==> config.mk <==
export PLATFORM = sky130hd
export DESIGN_NAME = tl_ul_responder
export DESIGN_NICKNAME = d
export VERILOG_FILES = /design/src/rtl/tl_ul_pkg.sv /design/src/rtl/tl_ul_mem.sv /design/src/rtl/tl_ul_responder.sv
export SDC_FILE = /design/constraint.sdc
export NUM_CORES = 2
export LEC_CHECK = 0
export CAP_MARGIN = 20
export CORE_ASPECT_RATIO = 2
export CORE_MARGIN = 5
export CORE_UTILIZATION = 25
export CTS_CLUSTER_DIAMETER = 120
export DETAILED_ROUTE_END_ITERATION = 12
export GPL_TIMING_DRIVEN = 0
export PLACE_DENSITY = 0.42
export SLEW_MARGIN = 20
export SYNTH_ARGS = -nofsm -noshare
export SYNTH_HDL_FRONTEND = slang
export SYNTH_SLANG_ARGS = --single-unit
export TNS_END_PERCENT = 1
==> constraint.sdc <==
create_clock -name clk -period 8.4 [get_ports clk]
set_input_delay 2.1 -clock clk [delete_from_list [all_inputs] [get_ports clk]]
set_output_delay 2.1 -clock clk [all_outputs]
set_load 0.01 [all_outputs]
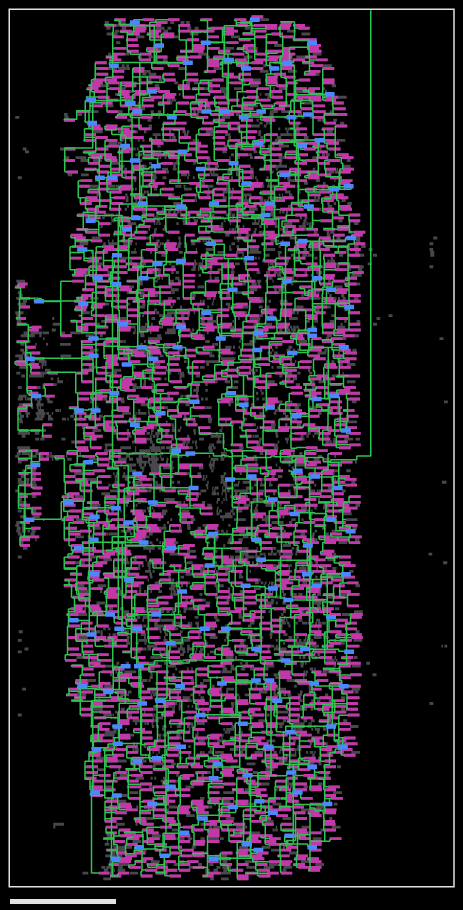
*Clock wires, drivers and flops*
Scale bar: 100 um.
clock drivers: shown in blue, count 201. flip-flops: shown in magenta, count 2169. clock wires: shown in green, length 30.4 mm.
There are 202 routed clock nets.
clock share of power: 28.6%
Fin Clk Skew: 102.3 ps
clock distribution power: 9.04 mW
clk_lat worst skew: 990 ps

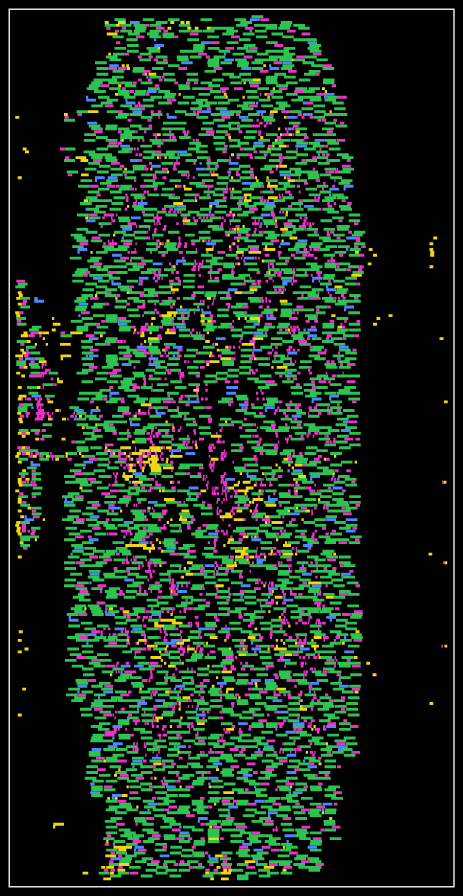
*Cell classes on the final placement*
remaining buffers and delay cells: shown in yellow, cells 604, share of their area 6.6%. sequential cells: shown in green, cells 2169, share of their area 68%. clock drivers and dummy loads: shown in blue, cells 350, share of their area 6.2%. combinational and other logic: shown in magenta, cells 2195, share of their area 19%.
Post-Route Utilization: 30.10%
Placeable Area: 0.3352 mm2
row count: 301

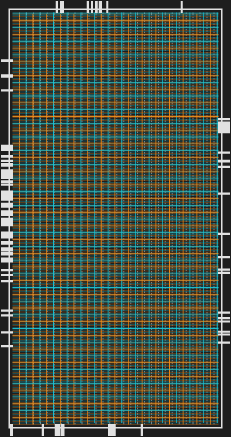
*Supply network*
Pins as bars on the die edge. Tap cells in grey.
VDD: shown in cyan. VSS: shown in orange.
302 met1 rails follow the rows. 60 straps on met5. 30 straps on met4. 131 signal pins sit on the boundary.
maximum VDD drop: 208.4 uV
die height: 829.2 um
Die X: 419.6 um

==> flow_summary.json <==
{
  "ys_chip_area_mm2": 0.08389,
  "final-setup-viol-count": 0,
  "wirelength_um": 529000,
  "areaGrowthSynthToFinish_pct": 20.27,
  "fin_crit_sh_pct": 93.80,
  "worstPathArrival_ps": 8390,
  "status": "complete, no violations",
  "ys_seq_share_pct": 76.92,
  "grt_max_degree": 66,
  "rrSetupSlack_ps": 520,
  "hp-class": "reg -> reg",
  "reg2reg_depth": 9,
  "drv_cap": 0,
  "relSlewSlack_pct": 6.804,
  "synth-edff-count": 2048,
  "place_ws_ps": 1003,
  "synthArstFlopShare_pct": 5.579,
  "grt.overflow.total": 0,
  "ios": 131,
  "setup_slack_ps": 520.8,
  "clk_path_buf_depth": 4,
  "p_per_area_mw_per_mm2": 313.5,
  "dieArea_mm2": 0.3479,
  "postRouteAntennaNets": 0,
  "first_iter_violations": 9900,
  "postCtsSetupRepairBufs": 0,
  "synthCells": 4679,
  "fp_util_pct": 25.03,
  "syn_area_mm2": 0.08389,
  "finalSetupTns_ps": 0,
  "cts_tree": "built",
  "tightest_slew_ps": 1385,
  "cts_resized": 0,
  "final_layout_top_logic_cells": "2048 x edfxtp_1, 274 x o22ai_1, 240 x mux2_2",
  "drc": 0,
  "largest_register_ff_count": 2048,
  "fillers": 33039,
  "final_nets": 5259,
  "firstDrtPassIters": 6,
  "final_layout_top_logic_cell": "edfxtp_1",
  "synth_flops": 2169,
  "final_max_slew_viol_count": 0,
  "hold_viol": 0,
  "antenna_found_initial": 88,
  "grt.total_usage_pct": 29.72,
  "htree_levels": 4,
  "yosysWarningCount": 0,
  "clock-sinks": 2169,
  "cts_root_buf": "clkbuf_16",
  "avgSynthCellArea_um2": 17.93,
  "grt_pass1_vias": 53237,
  "cts-hold-fix-buffers": 0,
  "flop_cell": "edfxtp_1",
  "dp_hpwl_um": 372100,
  "ys_cells": 4679,
  "cts_buffers": 201,
  "path_clk_slew_ps": 70,
  "routabilityCongestion": 1.076,
  "yosysUniqueCellTypes": 74,
  "startpoint_type": "flip-flop",
  "grt_pass1_wl_um": 648000,
  "warnings": 30,
  "p_leak_nw": 31.26,
  "min_path_cells": 2,
  "crit_path_end_kind": "flip-flop",
  "wire_per_inst_um": 54.04,
  "worst-setup-path-type": "reg -> reg",
  "port_buffers": 124,
  "path_max_fanout": 11,
  "drt-vias-per-instance": 5.850,
  "fmax_mhz": 126.9,
  "vias": 57269,
  "drive_gt1_share_pct": 24.84,
  "grt_setup_unrepaired": "false",
  "period_needed_ps": 7879,
  "worstPathRequired_ps": 8910
}
report_power, final:
part | internal (mW) | switching (mW)
Clock | 4.67 | 4.37
Sequential | 12.7 | 0.588
Combinational | 2.21 | 7.09
metrics by stage:
stage | instance area (um2) | power (mW) | cells | hold slack [ps]
after global routing | 100700 | 31.52 | 9719 | 508.0
after floorplan | 83900 | 15.99 | 4681 | 457.2
final | 100900 | 31.63 | 9789 | 488.6
after global placement | 90630 | 21.46 | 9198 | 466.4
after detailed placement | 94560 | 22.20 | 9354 | 470.5
after CTS | 100500 | 31.01 | 9704 | 492.1
layer usage:
layer	up-vias	share of wire [%]	global-route usage, %
met4	22	14	32.10
met3	2006	9.7	8.244
met2	5213	46	46.92
met1	30014	30	30.22
met5	-	0.028	0
li1	20014	-	-
synthesized netlist by cell type, types with 21 or more instances:
master	instances	area (um2)
a211oi_1	40	300.3
buf_4	35	262.8
o21ai_0	104	520.5
buf_2	114	570.6
o31ai_1	21	157.7
mux2i_1	162	1622
mux2_2	240	2703
a221oi_1	26	227.7
mux4_2	198	4459
clkbuf_1	147	551.8
o22ai_1	274	1714
edfxtp_1	2048	61500
nor2_1	363	1363
o221ai_1	122	1069
a22oi_1	33	247.7
nor3_1	24	120.1
a21oi_1	116	580.6
dfrtp_1	121	3028
nand2_1	216	810.8
o22a_1	22	192.7
critical path: stages, from the launching register on:
cell and delay (ps):
dfrtp_1 540, buf_2 490, buf_2 750, buf_2 950, buf_2 1060, buf_2 850
buf_2 660, nor2_1 300, nand2_1 1030, nor2_1 620
kinds of logic after synthesis:
kind of cell | count (synthesis) | synth area share [%]
AND-OR/OR-AND | 867 | 7.132
adder cells (fa/ha/maj) | 4 | 0.05966
buffers and inverters | 327 | 1.817
flip-flops | 2169 | 76.92
multiplexers | 600 | 10.47
other | 1 | 0.004470
AND/OR/NAND/NOR | 711 | 3.598
cell type report:
cell class,count,area (um2),share of cell area [%]
diodes,78,195.2,0.1935
plain buffers,317,1658,1.643
clock buffers,264,5339,5.292
well taps,4393,5497,5.448
multi-input cells,2185,18280,18.12
clock inverters,86,595.6,0.5903
flip-flops and latches,2169,64640,64.07
repair buffers,287,4643,4.602
inverters,10,37.54,0.03720
No activity file was given, so power comes from the tool's default toggle rates.
